`src/rtl/sprite_table_arbiter.sv`:
```
// sprite_table_arbiter
// Arbitrates sprite descriptor writes from N_REQ requesters into the sprite
// table during vertical blanking. A pass starts on a vblank rising edge
// (unless game_over), latches the pending requests, then alternates
// SCAN/WRITE until nothing eligible remains or vblank drops.
// Optional feature macro: SPRITE_ARB_ROUND_ROBIN_EN selects round-robin
// grant order starting after the previous grant; without it the lowest
// eligible index wins.
module sprite_table_arbiter #(
  parameter int N_REQ  = 4,
  parameter int ADDR_W = 3,
  parameter int DATA_W = 32
) (
  input  logic                     clk,
  input  logic                     reset,
  input  logic                     vblank,
  input  logic                     game_over,
  input  logic [N_REQ-1:0]         req,
  input  logic [N_REQ*DATA_W-1:0]  req_dina,
  input  logic [N_REQ*ADDR_W-1:0]  req_addr,
  output logic [N_REQ-1:0]         ack,
  output logic                     wea,
  output logic [ADDR_W-1:0]        addra,
  output logic [DATA_W-1:0]        dina,
  output logic                     frame_done,
  output logic                     overrun
);

  localparam int GW = (N_REQ > 1) ? $clog2(N_REQ) : 1;
  localparam logic [GW-1:0] LAST_IDX = GW'(N_REQ - 1);

  typedef enum logic [1:0] {
    IDLE  = 2'd0,
    SCAN  = 2'd1,
    WRITE = 2'd2,
    DONE  = 2'd3
  } state_t;

  state_t              state_r, state_s;
  logic                vblank_d_r;
  logic [N_REQ-1:0]    pending_r, pending_s;
  logic [GW-1:0]       last_grant_r, last_grant_s;
  logic [N_REQ-1:0]    eligible_s;
  logic [GW-1:0]       grant_s;
  logic [N_REQ-1:0]    ack_s;
  logic                wea_s;
  logic [ADDR_W-1:0]   addra_s;
  logic [DATA_W-1:0]   dina_s;
  logic                frame_done_s;
  logic                overrun_s;

`ifdef SPRITE_ARB_ROUND_ROBIN_EN
  // First eligible index scanning upward from last+1 with wrap-around.
  // Walking the offsets from largest to smallest lets the nearest one win.
  function automatic logic [GW-1:0] pick_grant(input logic [N_REQ-1:0] elig,
                                               input logic [GW-1:0]    last);
    logic [GW-1:0] res;
    int            idx;
    res = '0;
    for (int off = N_REQ; off >= 1; off--) begin
      idx = int'(last) + off;
      idx = (idx >= N_REQ) ? (idx - N_REQ) : idx;
      res = elig[idx] ? GW'(idx) : res;
    end
    return res;
  endfunction

  assign grant_s = pick_grant(eligible_s, last_grant_r);
`else
  // Fixed priority: lowest eligible index wins.
  function automatic logic [GW-1:0] pick_grant(input logic [N_REQ-1:0] elig);
    logic [GW-1:0] res;
    res = '0;
    for (int i = N_REQ - 1; i >= 0; i--) begin
      res = elig[i] ? GW'(i) : res;
    end
    return res;
  endfunction

  assign grant_s = pick_grant(eligible_s);

  // last_grant is still tracked in fixed-priority builds but not consumed.
  logic unused_last_grant_s;
  assign unused_last_grant_s = ^last_grant_r;
`endif

  assign eligible_s = pending_r & req;

  // Next-state and next-output logic; outputs are computed for the state being
  // entered so the registered copies line up with that state.
  always_comb begin
    state_s      = state_r;
    pending_s    = pending_r;
    last_grant_s = last_grant_r;
    ack_s        = '0;
    wea_s        = 1'b0;
    addra_s      = '0;
    dina_s       = '0;
    frame_done_s = 1'b0;
    overrun_s    = overrun_r_q();
    case (state_r)
      IDLE: begin
        if (vblank && !vblank_d_r && !game_over) begin
          pending_s = req;
          state_s   = SCAN;
        end else begin
          state_s   = IDLE;
        end
      end
      SCAN: begin
        if (!vblank) begin
          // Blanking ended mid-pass: stop issuing writes.
          state_s      = DONE;
          frame_done_s = 1'b1;
          if (eligible_s != '0) begin
            overrun_s = 1'b1;
          end else begin
            overrun_s = overrun;
          end
        end else if (eligible_s == '0) begin
          state_s      = DONE;
          frame_done_s = 1'b1;
        end else begin
          state_s            = WRITE;
          wea_s              = 1'b1;
          ack_s[grant_s]     = 1'b1;
          addra_s            = req_addr[int'(grant_s)*ADDR_W +: ADDR_W];
          dina_s             = req_dina[int'(grant_s)*DATA_W +: DATA_W];
          pending_s[grant_s] = 1'b0;
          last_grant_s       = grant_s;
        end
      end
      WRITE: begin
        state_s = SCAN;
      end
      DONE: begin
        pending_s = '0;
        state_s   = IDLE;
      end
      default: begin
        pending_s = '0;
        state_s   = IDLE;
      end
    endcase
  end

  // Current sticky overrun value, used as the hold default.
  function automatic logic overrun_r_q();
    return overrun;
  endfunction

  // State register and vblank edge-detect delay.
  always_ff @(posedge clk or negedge reset) begin
    if (!reset) begin
      state_r      <= IDLE;
      pending_r    <= '0;
      last_grant_r <= LAST_IDX;
      vblank_d_r   <= 1'b1;
    end else begin
      state_r      <= state_s;
      pending_r    <= pending_s;
      last_grant_r <= last_grant_s;
      vblank_d_r   <= vblank;
    end
  end

  // Registered outputs.
  always_ff @(posedge clk or negedge reset) begin
    if (!reset) begin
      ack        <= '0;
      wea        <= 1'b0;
      addra      <= '0;
      dina       <= '0;
      frame_done <= 1'b0;
      overrun    <= 1'b0;
    end else begin
      ack        <= ack_s;
      wea        <= wea_s;
      addra      <= addra_s;
      dina       <= dina_s;
      frame_done <= frame_done_s;
      overrun    <= overrun_s;
    end
  end

endmodule
```
`config.mk`:
```
export PLATFORM = sky130hd
export DESIGN_NAME = sprite_table_arbiter
export DESIGN_NICKNAME = d
export VERILOG_FILES = /design/src/rtl/sprite_table_arbiter.sv
export SDC_FILE = /design/constraint.sdc
export NUM_CORES = 1
export LEC_CHECK = 0
export CAP_MARGIN = 10
export CORE_UTILIZATION = 35
export DETAILED_ROUTE_END_ITERATION = 8
export GPL_TIMING_DRIVEN = 0
export MAX_ROUTING_LAYER = met4
export PLACE_DENSITY = 0.86
export SLEW_MARGIN = 10
export SYNTH_ARGS = -nofsm -noshare
export SYNTH_HDL_FRONTEND = slang
export SYNTH_SLANG_ARGS = --single-unit
```
`constraint.sdc`:
```
create_clock -name clk -period 3.21 [get_ports clk]
set_clock_uncertainty 0.15 [all_clocks]
set_input_delay 0.8025 -clock clk [delete_from_list [all_inputs] [get_ports clk]]
set_output_delay 0.8025 -clock clk [all_outputs]
set_load 0.005 [all_outputs]
```
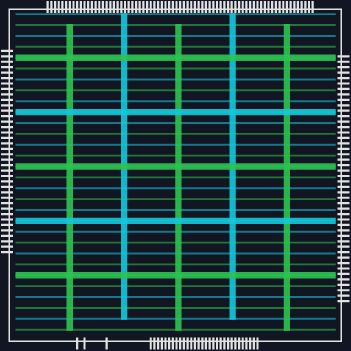
*Power grid*
(4 px per um) Pins as bars on the die edge.
[green] VSS
[cyan] VDD
met1 rails: 30
met5 straps: 5
signal pins: 190
rows: 29
met4 straps: 5
die width: 82.6 um
Vert. Die Dim: 82.6 um
Core Box Area: 6310 um^2

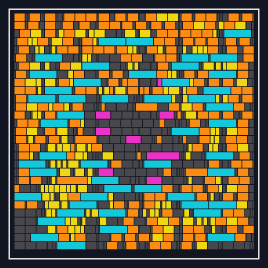
*Placed cells, one color a class*
(3 px per um) Fill, decap, tap and diode cells in gray.
[magenta] clock drivers and dummy loads | cells: 8 | share of their area: 2.7%
[orange] remaining buffers and delay cells | cells: 208 | share of their area: 48%
[yellow] combinational and other logic | cells: 150 | share of their area: 21%
[cyan] sequential cells | cells: 49 | share of their area: 29%

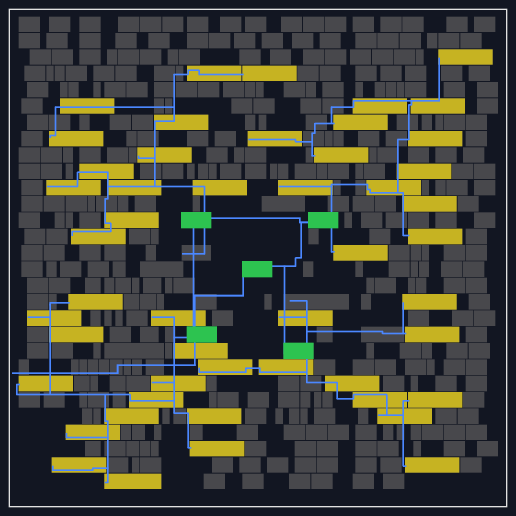
*Clock network drawn from the DEF*
(6 px per um)
[yellow] flip-flops | count: 49
[green] clock drivers | count: 5
[blue] clock wires | length: 583 um
flops lie: spread over the die

==> flow_metrics.env <==
# physical design summary
export IMPL_post_route_worst_setup_slack_ns=0.525
export IMPL_floorplan_nets=365
export IMPL_antenna_cells=0
export IMPL_drt_iter0_markers=223
export IMPL_ctsHtreeMaxLevel=2
export IMPL_setup_reg_to_reg_worst_slack_ns=1.11
export IMPL_power_share_combinational_pct=42.7
export IMPL_post_cts_resized=0
export IMPL_critical_path_endpoint_type="register"
export IMPL_total_power_divided_by_cell_area_nw_per_um2=480
export IMPL_holdPathStages=1
export IMPL_slew_limit_headroom_pct=57.3
export IMPL_hp_start="overrun$_DFFE_PN0P_"
export IMPL_reg2reg_depth=5
export IMPL_numClockSinks=49
export IMPL_grt_first_pass_wirelength_um=12400
export IMPL_synth_edff_count=0
export IMPL_seqPwrFrac_pct=35.8
export IMPL_cell_at_the_root_of_the_clock_tree="sky130_fd_sc_hd__clkbuf_8"
export IMPL_post_dp_cell_area_um2=4290
export IMPL_irDropWorstVdd_v=0.000320
export IMPL_via_per_inst=5.45
export IMPL_status="finished, final reports clean"
export IMPL_grt_start_max_net_pins=27
export IMPL_lay_top_cells="188 x sky130_fd_sc_hd__clkdlybuf4s50_1, 48 x sky130_fd_sc_hd__dfrtp_1, 43 x sky130_fd_sc_hd__nand2_1"
export IMPL_mappedNetlistArea_um2=2280
export IMPL_min_period_over_period_pct=83.6
power by group through the flow:
| stage | Clock [mW] | Combinational, mW | Sequential [mW] |
|---|---|---|---|
| finish | 0.454 | 0.902 | 0.757 |
| global route | 0.485 | 0.988 | 0.768 |
| CTS | 0.463 | 0.904 | 0.756 |
| detailed placement | 0 | 0.900 | 0.769 |
| global placement | 0 | 0.873 | 0.763 |
| floorplan | 0 | 0.438 | 0.767 |
through the flow:
step / util, % / cells
after global routing: 69.7 / 492
final: 69.7 / 492
after floorplan: - / 217
after CTS: 69.7 / 492
after detailed placement: 67.9 / 484
after global placement: 67.5 / 483
cell families after synthesis:
kind of cell / count (synthesis) / synth area share (%)
buffers and inverters: 22 / 6.71
flip-flops: 49 / 53.9
AND-OR/OR-AND: 89 / 28.9
AND/OR/NAND/NOR: 57 / 10.5
Yosys cell counts (2+ instances only):
library cell,count,area (um^2)
sky130_fd_sc_hd__buf_2,5,25.0
sky130_fd_sc_hd__nand2_1,43,161
sky130_fd_sc_hd__nor2b_1,2,12.5
sky130_fd_sc_hd__buf_4,2,15.0
sky130_fd_sc_hd__inv_1,4,15.0
sky130_fd_sc_hd__a21o_1,2,15.0
sky130_fd_sc_hd__o21ai_0,3,15.0
sky130_fd_sc_hd__clkbuf_1,7,26.3
sky130_fd_sc_hd__buf_12,3,60.1
sky130_fd_sc_hd__a222oi_1,36,360
sky130_fd_sc_hd__dfrtp_1,48,1200
sky130_fd_sc_hd__nor2_1,5,18.8
sky130_fd_sc_hd__a21oi_1,39,195
sky130_fd_sc_hd__and3_1,2,12.5
flip-flops by register name, summed over array words and instances, names as in the netlist:
signal	flops
dina	32
ack	4
pending_r	4
addra	3
state_r	2
frame_done	1
overrun	1
vblank_d_r	1
wea	1
critical path, delay by kind of cell:
| family | cells | cell delay (ns) |
|---|---|---|
| buf+inv | 2 | 0.78 |
| simple gates | 2 | 0.45 |
| compound gates | 2 | 0.66 |
final cells by class:
class | count | area (um^2) | area share (%)
timing repair buffer | 190 | 1910 | 43.5
sequential | 49 | 1230 | 27.9
multi-input combinational | 146 | 896 | 20.3
buffer | 18 | 138 | 3.13
tap | 77 | 96.3 | 2.19
clock buffer | 7 | 86.3 | 1.96
clock inverter | 1 | 30.0 | 0.682
inverter | 4 | 15.0 | 0.341
how the worst max path moves through the flow:
stage | end | slack, ns | cells after the start
after global placement | dina[15]$_DFF_PN0_ | -0.18 | 1
after detailed placement | dina[18]$_DFF_PN0_ | 0.22 | 6
final | dina[5]$_DFF_PN0_ | 0.53 | 6
after CTS | dina[18]$_DFF_PN0_ | 0.54 | 6
after floorplan | dina[10]$_DFF_PN0_ | 1.11 | 5
after global routing | dina[18]$_DFF_PN0_ | 0.39 | 6
layer usage:
layer  global-route usage [%]  vias up  wire [um]
li1                         -     1240          -
met1                     28.7     1300       3180
met2                     45.0      134       4730
met3                     6.15        6        721
met4                     4.66        0         38
met5                        -        -          0
Power and IR drop assume default switching activity.
